Figure 1. Power grid.
Scale bar: 20 um. Pins as bars on the die edge.
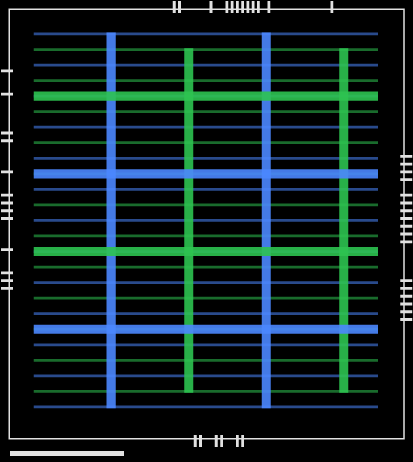
Figure 2. Placement by cell class.
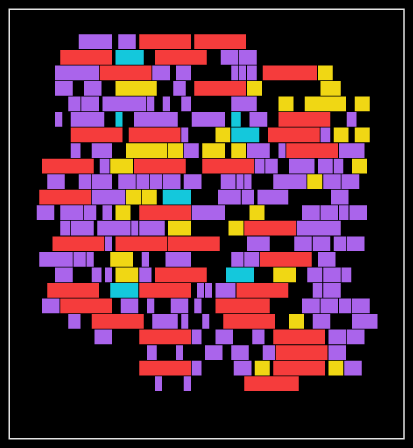
Figure 3. Congestion heat map.
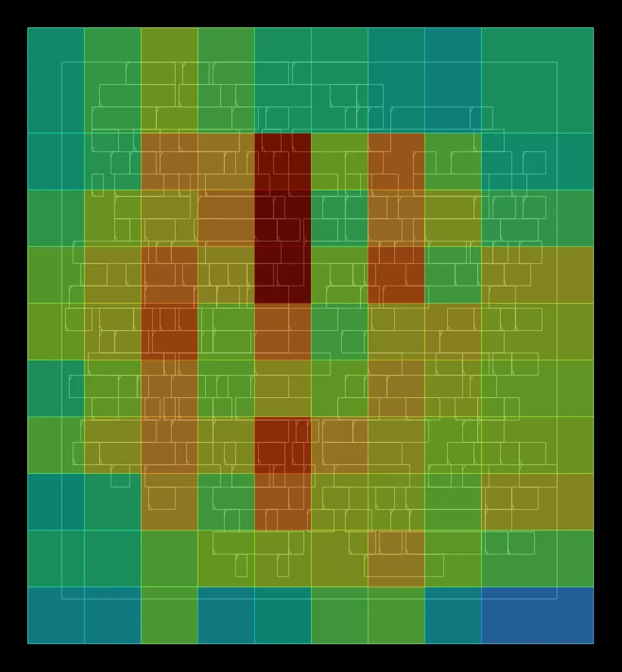
Figure 4. Cell area per tile.
Scale bar: 20 um. 7 x 7 tiles, from black (low) to pale yellow (high), 0 to 100% covered.
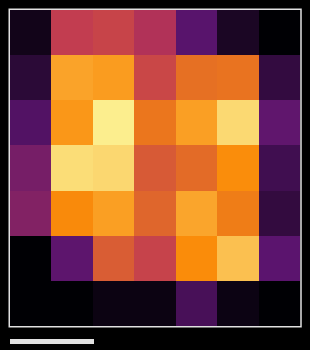
Figure 5. I/O nets highlighted.
Scale bar: 20 um.
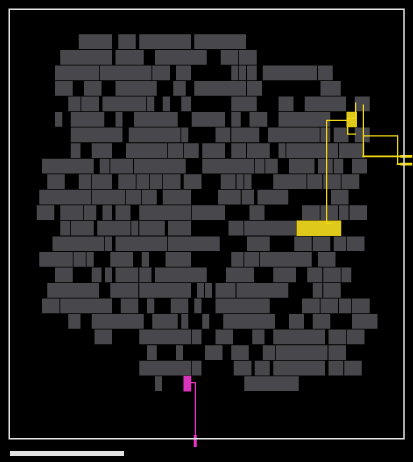
==> src/rtl/exec_hazard_if.sv <==
`default_nettype none
// ============================================================================
// Module   : exec_hazard_if
// Brief    : Decode-side hazard/forwarding bundle between decode and the
//            execute-stage hazard controller.
// Revision : 1.0
// ============================================================================
interface exec_hazard_if #(
    parameter int CNT_W = 16
);
    logic             id_valid;
    logic [4:0]       id_rs1_sel;
    logic [4:0]       id_rs2_sel;
    logic             id_rs1_used;
    logic             id_rs2_used;
    logic [4:0]       id_rd_sel;
    logic             id_write_enable;
    logic             id_is_load;
    logic             id_is_mc;
    logic             branch_flush;
    logic             stall;
    logic             ex_bubble;
    logic             ex_hold;
    logic [1:0]       fwd_rs1_sel;
    logic [1:0]       fwd_rs2_sel;
    logic             mc_busy;
    logic [CNT_W-1:0] stall_cycles;

    modport master (
        output id_valid, id_rs1_sel, id_rs2_sel, id_rs1_used, id_rs2_used,
               id_rd_sel, id_write_enable, id_is_load, id_is_mc, branch_flush,
        input  stall, ex_bubble, ex_hold, fwd_rs1_sel, fwd_rs2_sel, mc_busy,
               stall_cycles
    );

    modport slave (
        input  id_valid, id_rs1_sel, id_rs2_sel, id_rs1_used, id_rs2_used,
               id_rd_sel, id_write_enable, id_is_load, id_is_mc, branch_flush,
        output stall, ex_bubble, ex_hold, fwd_rs1_sel, fwd_rs2_sel, mc_busy,
               stall_cycles
    );
endinterface
`default_nettype wire

==> src/rtl/exec_hazard_ctrl.sv <==
`default_nettype none
// ============================================================================
// Module   : exec_hazard_ctrl
// Brief    : EX/MEM/WB destination scoreboard, operand-forwarding selects and
//            stall/bubble/hold sequencing for load-use and multi-cycle ops.
// Revision : 1.0
// ============================================================================
module exec_hazard_ctrl #(
    parameter int MC_LATENCY = 4,
    parameter int CNT_W      = 16
) (
    input  wire          clk,
    input  wire          rst_n,
    exec_hazard_if.slave hz
);

    typedef struct packed {
        logic       v;
        logic       we;
        logic       ld;
        logic [4:0] rd;
    } sb_entry_t;

    typedef enum logic [0:0] {
        ST_IDLE    = 1'b0,
        ST_MC_BUSY = 1'b1
    } state_t;

    localparam logic [3:0]       MC_LOAD = 4'(MC_LATENCY - 1);
    localparam logic [CNT_W-1:0] CNT_MAX = '1;
    localparam sb_entry_t        SB_NONE = '0;

    sb_entry_t        ex_q, ex_d, mem_q, mem_d, wb_q, wb_d;
    state_t           state_q, state_d;
    logic [3:0]       mc_cnt_q, mc_cnt_d;
    logic [CNT_W-1:0] stall_cycles_q, stall_cycles_d;

    logic       mc_hold;
    logic       ex_prod, mem_prod;
    logic       rs1_ex, rs2_ex, rs1_mem, rs2_mem;
    logic       load_use;
    logic       stall_c, bubble_c, issue;
    logic [1:0] fwd1_c, fwd2_c;
    logic       unused_sb;

    // The WB entry is tracked for completeness; the regfile writes through.
    assign unused_sb = ^{wb_q, mem_q.ld};

    function automatic logic [1:0] fwd_sel(input logic hit_ex, input logic ex_ld,
                                           input logic hold, input logic hit_mem);
        logic [1:0] sel;
        sel = 2'b00;
        if (hit_ex && !ex_ld && !hold) begin
            sel = 2'b01;
        end else if (hit_mem) begin
            sel = 2'b10;
        end
        return sel;
    endfunction

    always_comb begin
        mc_hold  = (state_q == ST_MC_BUSY) && (mc_cnt_q != 4'd0);
        ex_prod  = ex_q.v && ex_q.we && (ex_q.rd != 5'd0);
        mem_prod = mem_q.v && mem_q.we && (mem_q.rd != 5'd0);
        rs1_ex   = hz.id_rs1_used && ex_prod  && (hz.id_rs1_sel == ex_q.rd);
        rs2_ex   = hz.id_rs2_used && ex_prod  && (hz.id_rs2_sel == ex_q.rd);
        rs1_mem  = hz.id_rs1_used && mem_prod && (hz.id_rs1_sel == mem_q.rd);
        rs2_mem  = hz.id_rs2_used && mem_prod && (hz.id_rs2_sel == mem_q.rd);
        // No decode instruction means nothing to hold back.
        load_use = hz.id_valid && ex_q.ld && (rs1_ex || rs2_ex);
        fwd1_c   = fwd_sel(rs1_ex, ex_q.ld, mc_hold, rs1_mem);
        fwd2_c   = fwd_sel(rs2_ex, ex_q.ld, mc_hold, rs2_mem);

        stall_c  = 1'b0;
        bubble_c = 1'b0;
        if (mc_hold) begin
            stall_c = 1'b1;
        end else if (hz.branch_flush) begin
            bubble_c = 1'b1;
        end else if (load_use) begin
            stall_c  = 1'b1;
            bubble_c = 1'b1;
        end
        issue = hz.id_valid && !stall_c && !hz.branch_flush;
    end

    always_comb begin
        ex_d           = ex_q;
        mem_d          = ex_q;
        wb_d           = mem_q;
        state_d        = state_q;
        mc_cnt_d       = mc_cnt_q;
        stall_cycles_d = stall_cycles_q;

        if (mc_hold) begin
            mem_d    = SB_NONE;
            mc_cnt_d = mc_cnt_q - 4'd1;
        end else begin
            ex_d = issue ? '{v: 1'b1, we: hz.id_write_enable, ld: hz.id_is_load,
                             rd: hz.id_rd_sel} : SB_NONE;
            // Covers both IDLE entry and back-to-back re-entry at release.
            if (issue && hz.id_is_mc) begin
                state_d  = ST_MC_BUSY;
                mc_cnt_d = MC_LOAD;
            end else begin
                state_d  = ST_IDLE;
                mc_cnt_d = 4'd0;
            end
        end

        if (stall_c && (stall_cycles_q != CNT_MAX)) begin
            stall_cycles_d = stall_cycles_q + 1'b1;
        end
    end

    always_ff @(posedge clk or negedge rst_n) begin
        if (!rst_n) begin
            ex_q           <= SB_NONE;
            mem_q          <= SB_NONE;
            wb_q           <= SB_NONE;
            state_q        <= ST_IDLE;
            mc_cnt_q       <= 4'd0;
            stall_cycles_q <= '0;
        end else begin
            ex_q           <= ex_d;
            mem_q          <= mem_d;
            wb_q           <= wb_d;
            state_q        <= state_d;
            mc_cnt_q       <= mc_cnt_d;
            stall_cycles_q <= stall_cycles_d;
        end
    end

    assign hz.stall        = stall_c;
    assign hz.ex_bubble    = bubble_c;
    assign hz.ex_hold      = mc_hold;
    assign hz.fwd_rs1_sel  = fwd1_c;
    assign hz.fwd_rs2_sel  = fwd2_c;
    assign hz.mc_busy      = (state_q == ST_MC_BUSY);
    assign hz.stall_cycles = stall_cycles_q;

endmodule
`default_nettype wire

==> src/flat_wrapper.sv <==
// flat-port wrapper written by rule: the top's interface ports become plain ports
module exec_hazard_ctrl_flat 
#(
    parameter int MC_LATENCY = 4,
    parameter int CNT_W      = 16
)
  (clk, rst_n, hz_id_valid, hz_id_rs1_sel, hz_id_rs2_sel, hz_id_rs1_used, hz_id_rs2_used, hz_id_rd_sel, hz_id_write_enable, hz_id_is_load, hz_id_is_mc, hz_branch_flush, hz_stall, hz_ex_bubble, hz_ex_hold, hz_fwd_rs1_sel, hz_fwd_rs2_sel, hz_mc_busy, hz_stall_cycles);
  exec_hazard_if #(.CNT_W(CNT_W)) hz_i ();
  input  wire clk;
  input  wire rst_n;
  input wire logic [$bits(hz_i.id_valid)-1:0] hz_id_valid;
  input wire logic [$bits(hz_i.id_rs1_sel)-1:0] hz_id_rs1_sel;
  input wire logic [$bits(hz_i.id_rs2_sel)-1:0] hz_id_rs2_sel;
  input wire logic [$bits(hz_i.id_rs1_used)-1:0] hz_id_rs1_used;
  input wire logic [$bits(hz_i.id_rs2_used)-1:0] hz_id_rs2_used;
  input wire logic [$bits(hz_i.id_rd_sel)-1:0] hz_id_rd_sel;
  input wire logic [$bits(hz_i.id_write_enable)-1:0] hz_id_write_enable;
  input wire logic [$bits(hz_i.id_is_load)-1:0] hz_id_is_load;
  input wire logic [$bits(hz_i.id_is_mc)-1:0] hz_id_is_mc;
  input wire logic [$bits(hz_i.branch_flush)-1:0] hz_branch_flush;
  output wire logic [$bits(hz_i.stall)-1:0] hz_stall;
  output wire logic [$bits(hz_i.ex_bubble)-1:0] hz_ex_bubble;
  output wire logic [$bits(hz_i.ex_hold)-1:0] hz_ex_hold;
  output wire logic [$bits(hz_i.fwd_rs1_sel)-1:0] hz_fwd_rs1_sel;
  output wire logic [$bits(hz_i.fwd_rs2_sel)-1:0] hz_fwd_rs2_sel;
  output wire logic [$bits(hz_i.mc_busy)-1:0] hz_mc_busy;
  output wire logic [$bits(hz_i.stall_cycles)-1:0] hz_stall_cycles;
  assign hz_i.id_valid = hz_id_valid;
  assign hz_i.id_rs1_sel = hz_id_rs1_sel;
  assign hz_i.id_rs2_sel = hz_id_rs2_sel;
  assign hz_i.id_rs1_used = hz_id_rs1_used;
  assign hz_i.id_rs2_used = hz_id_rs2_used;
  assign hz_i.id_rd_sel = hz_id_rd_sel;
  assign hz_i.id_write_enable = hz_id_write_enable;
  assign hz_i.id_is_load = hz_id_is_load;
  assign hz_i.id_is_mc = hz_id_is_mc;
  assign hz_i.branch_flush = hz_branch_flush;
  assign hz_stall = hz_i.stall;
  assign hz_ex_bubble = hz_i.ex_bubble;
  assign hz_ex_hold = hz_i.ex_hold;
  assign hz_fwd_rs1_sel = hz_i.fwd_rs1_sel;
  assign hz_fwd_rs2_sel = hz_i.fwd_rs2_sel;
  assign hz_mc_busy = hz_i.mc_busy;
  assign hz_stall_cycles = hz_i.stall_cycles;
  exec_hazard_ctrl #(.MC_LATENCY(MC_LATENCY), .CNT_W(CNT_W)) u_core (.clk(clk), .rst_n(rst_n), .hz(hz_i));
endmodule
==> config.mk <==
export PLATFORM = sky130hd
export DESIGN_NAME = exec_hazard_ctrl_flat
export DESIGN_NICKNAME = d
export VERILOG_FILES = /design/src/rtl/exec_hazard_if.sv /design/src/rtl/exec_hazard_ctrl.sv /design/src/flat_wrapper.sv
export SDC_FILE = /design/constraint.sdc
export NUM_CORES = 1
export LEC_CHECK = 0
export CAP_MARGIN = 15
export CORE_ASPECT_RATIO = 1.1
export CORE_MARGIN = 4
export CORE_UTILIZATION = 45
export CTS_CLUSTER_SIZE = 12
export DETAILED_ROUTE_END_ITERATION = 6
export DONT_BUFFER_PORTS = 1
export HOLD_SLACK_MARGIN = 0.03
export SKIP_LAST_GASP = 1
export SLEW_MARGIN = 20
export SYNTH_ARGS = -nofsm -noshare
export SYNTH_HDL_FRONTEND = slang
export SYNTH_SLANG_ARGS = --single-unit
==> constraint.sdc <==
create_clock -name clk -period 2.3 [get_ports clk]
set_input_delay 0.46 -clock clk [delete_from_list [all_inputs] [get_ports clk]]
set_output_delay 0.46 -clock clk [all_outputs]
set_load 0.01 [all_outputs]
==> reports/metrics.csv <==
metric,value,unit
count of tool warnings,29,
fmax,0.404,GHz
Layout area overhead,31.9,%
synthesized net count,198,
placed instance area,2030,um^2
Top cell area share,0.492,
Adders+Majority by Area,0.0205,
fill count,334,
clk sink count,36,
Reg2Reg Depth,10,
number of routed nets with antenna violations,0,
worst reg2reg path endpoint,u_core.hz.stall_cycles[4],
simple share,0.212,
R2R setup slack,-0.15,ns
Max-slew headroom,0.596,
Setup crit end kind,primary output,
DR pass1 iterations,4,
ys flop type,dfrtp_1,
synthesized area per cell,10.7,um^2
post-layout worst setup margin,-0.173,ns
CTS tree,done,
n_diodes,0,
MaxCap Viol Count,0,
top cells by area,"dfrtp_1 (49%), xor2_1 (11%), xnor2_1 (5.7%), nand3_1 (3.3%), nand2_1 (2.9%)",
Reg2Reg Launch Point,u_core.ex_q[4],
violations in the final reports,setup timing,
HPWL Detailed,3250,um
RePlAce Congestion,0.811,
drt via density,5.55,
Synth cell types,29,
outcome,"complete, but fails checks",
post-synthesis cell count,171,
comb area leader,simple AND/OR/NAND/NOR gates,
cells in synth_stat.txt,171,
Max stage delay on crit path,0.47,ns
MUX area fraction,0,
DRC viols,0,
Clock Skew,0.00271,ns
First DRT Iteration DRCs,52,
Async SR Flop Fraction,1.00,
most frequent cells after synthesis,"dfrtp_1 (36), xor2_1 (24), nand2_1 (14)",
aoi share,0.0806,
Total Power,1560,uW
"count leader, synth",dfrtp_1,
drt total wl,4550,um
"Slew Viols, Final",0,
WP buf/inv,1,
final worst-path cycle share,1.08,
RSZ-0062 raised after global routing,yes,
Final setup violation count,18,
critical path endpoint,hz_stall,
vias in the first global route,1491,
initial antenna violation count,0,
P_leak,0.00111,uW
gr ovfl total,0,
pwr/cell area,644,nW/um^2
-- Figure 1 (at the start) --
[blue] VSS
[green] VDD
signal pins: 48
rows: 24
die height: 74.9 um
Die X: 68.8 um
VDD IR max: 0.595 mV
Placeable Area: 3930 um^2

-- Figure 2 (at the start) --
[red] flip-flops | cells: 36 | share of their area: 38%
[yellow] other buffers and delay cells | cells: 29 | share of their area: 12%
[purple] all other logic | cells: 132 | share of their area: 46%
[cyan] clock drivers and dummy loads | cells: 7 | share of their area: 3.3%
fin util: 0.614
final instance area: 2420 um^2
flop share of the area: 0.374
# rows: 24

-- Figure 3 (at the start) --
met3 usage: 0.0537
GR Util All Layers: 0.180
post-DR wirelength/cell: 17.8 um
GR peak layer: met2
met2 usage: 0.336

-- Figure 4 (at the start) --
fullest tile: 96%
nearly empty tiles: 10%
mean over tiles: 46%
densest ninth of the die: center
tiles over 75% full: 25%
Starting Density: 0.466

-- Figure 5 (at the start) --
[magenta] `hz_id_is_mc` | bits: 1 | direction: input | end cells: 1 | buffers: 0 | wire: 10.3 um
[yellow] `hz_fwd_rs2_sel` | bits: 2 | direction: output | end cells: 2 | buffers: 2 | wire: 57.4 um
IO Count: 48
PortBufs: 0

-- worst register-to-register path, delay by kind of cell, from the launching register on --
family | cells | cell delay [ns]
AND-OR/OR-AND | 2 | 0.60
XOR/XNOR | 2 | 0.31
buffers and inverters | 3 | 0.42
flip-flops | 1 | 0.44
AND/OR/NAND/NOR | 3 | 0.57
-- area by class of cell --
type,count,area (um^2),share of cell area
repair buffers,29,280,0.116
clock inverters,1,5.00,0.00207
clock buffers,6,72.6,0.0300
well taps,52,65.1,0.0269
inverters,6,22.5,0.00932
flip-flops and latches,36,905,0.374
multi-input cells,126,1070,0.441
-- layout by cell type (no fill, tap or decap), drive strengths merged --
| master | count |
|---|---|
| a2111o | 1 |
| a21o | 2 |
| a21oi | 4 |
| a22o | 7 |
| and2 | 6 |
| and3 | 3 |
| buf | 28 |
| clkbuf | 6 |
| clkinv | 1 |
| dfrtp | 36 |
| dlygate4sd3 | 1 |
| ha | 3 |
| inv | 6 |
| nand2 | 14 |
| nand3 | 12 |
| nand4 | 5 |
| nor2 | 7 |
| nor3 | 8 |
| nor4 | 10 |
| o2111ai | 1 |
| o211ai | 1 |
| o21a | 1 |
| o21ai | 3 |
| or4 | 2 |
| xnor2 | 12 |
| xor2 | 24 |
-- power breakdown --
| part | total [uW] | switching (uW) | internal (uW) | leakage, uW |
|---|---|---|---|---|
| Combinational | 320 | 165 | 155 | 0.000632 |
| Clock | 412 | 207 | 206 | 0.0000410 |
| Sequential | 824 | 125 | 699 | 0.000433 |
-- state kept, by name (all words and copies together) (netlist names) --
name / count
u_core.hz.mc_busy: 1
u_core.hz.stall_cycles: 16
u_core.mc_cnt_q: 4
u_core.ex_q: 8
u_core.mem_q: 7
-- worst min-delay path by stage --
stage | end | slack, ns | from
global route | u_core.ex_q[1] | 0.30 | hz_id_rd_sel[1]
CTS | u_core.ex_q[1] | 0.30 | hz_id_rd_sel[1]
detailed placement | u_core.ex_q[4] | 0.17 | rst_n
floorplan | u_core.ex_q[0] | 0.16 | rst_n
finish | u_core.ex_q[1] | 0.30 | hz_id_rd_sel[1]
global placement | u_core.ex_q[4] | 0.17 | rst_n
-- what timing repair did --
| action | in CTS | in global routing |
|---|---|---|
| hold endpoints to repair | 36 | 0 |
| gates resized | 24 | 19 |
| hold buffers | 2 | 0 |
| buffers inserted | 5 | 4 |
| setup endpoints to repair | 20 | 22 |
| pin swaps | 26 | 17 |
-- layer usage --
metal	track usage	vias to the layer above	part of all wire
li1	-	665	-
met3	0.0537	6	0.070
met4	0.0584	0	0.012
met5	0	-	0
met1	0.190	709	0.37
met2	0.336	40	0.55
-- per-stage QoR --
| stage | instances | TNS, ns | hold WS (ns) | setup slack (ns) | util |
|---|---|---|---|---|---|
| 6_report | 256 | -1.46 | 0.305 | -0.173 | 0.614 |
| 5_1_grt | 256 | -3.99 | 0.295 | -0.286 | 0.614 |
| 4_1_cts | 252 | -1.32 | 0.298 | -0.178 | 0.579 |
| 3_5_place_dp | 238 | -0.951 | 0.165 | -0.123 | 0.515 |
| 3_3_place_gp | 238 | -0.366 | 0.165 | -0.0736 | 0.515 |
| 2_1_floorplan | 171 | 0 | 0.164 | 0.0442 | - |
Power is estimated from default activity; no workload was simulated.
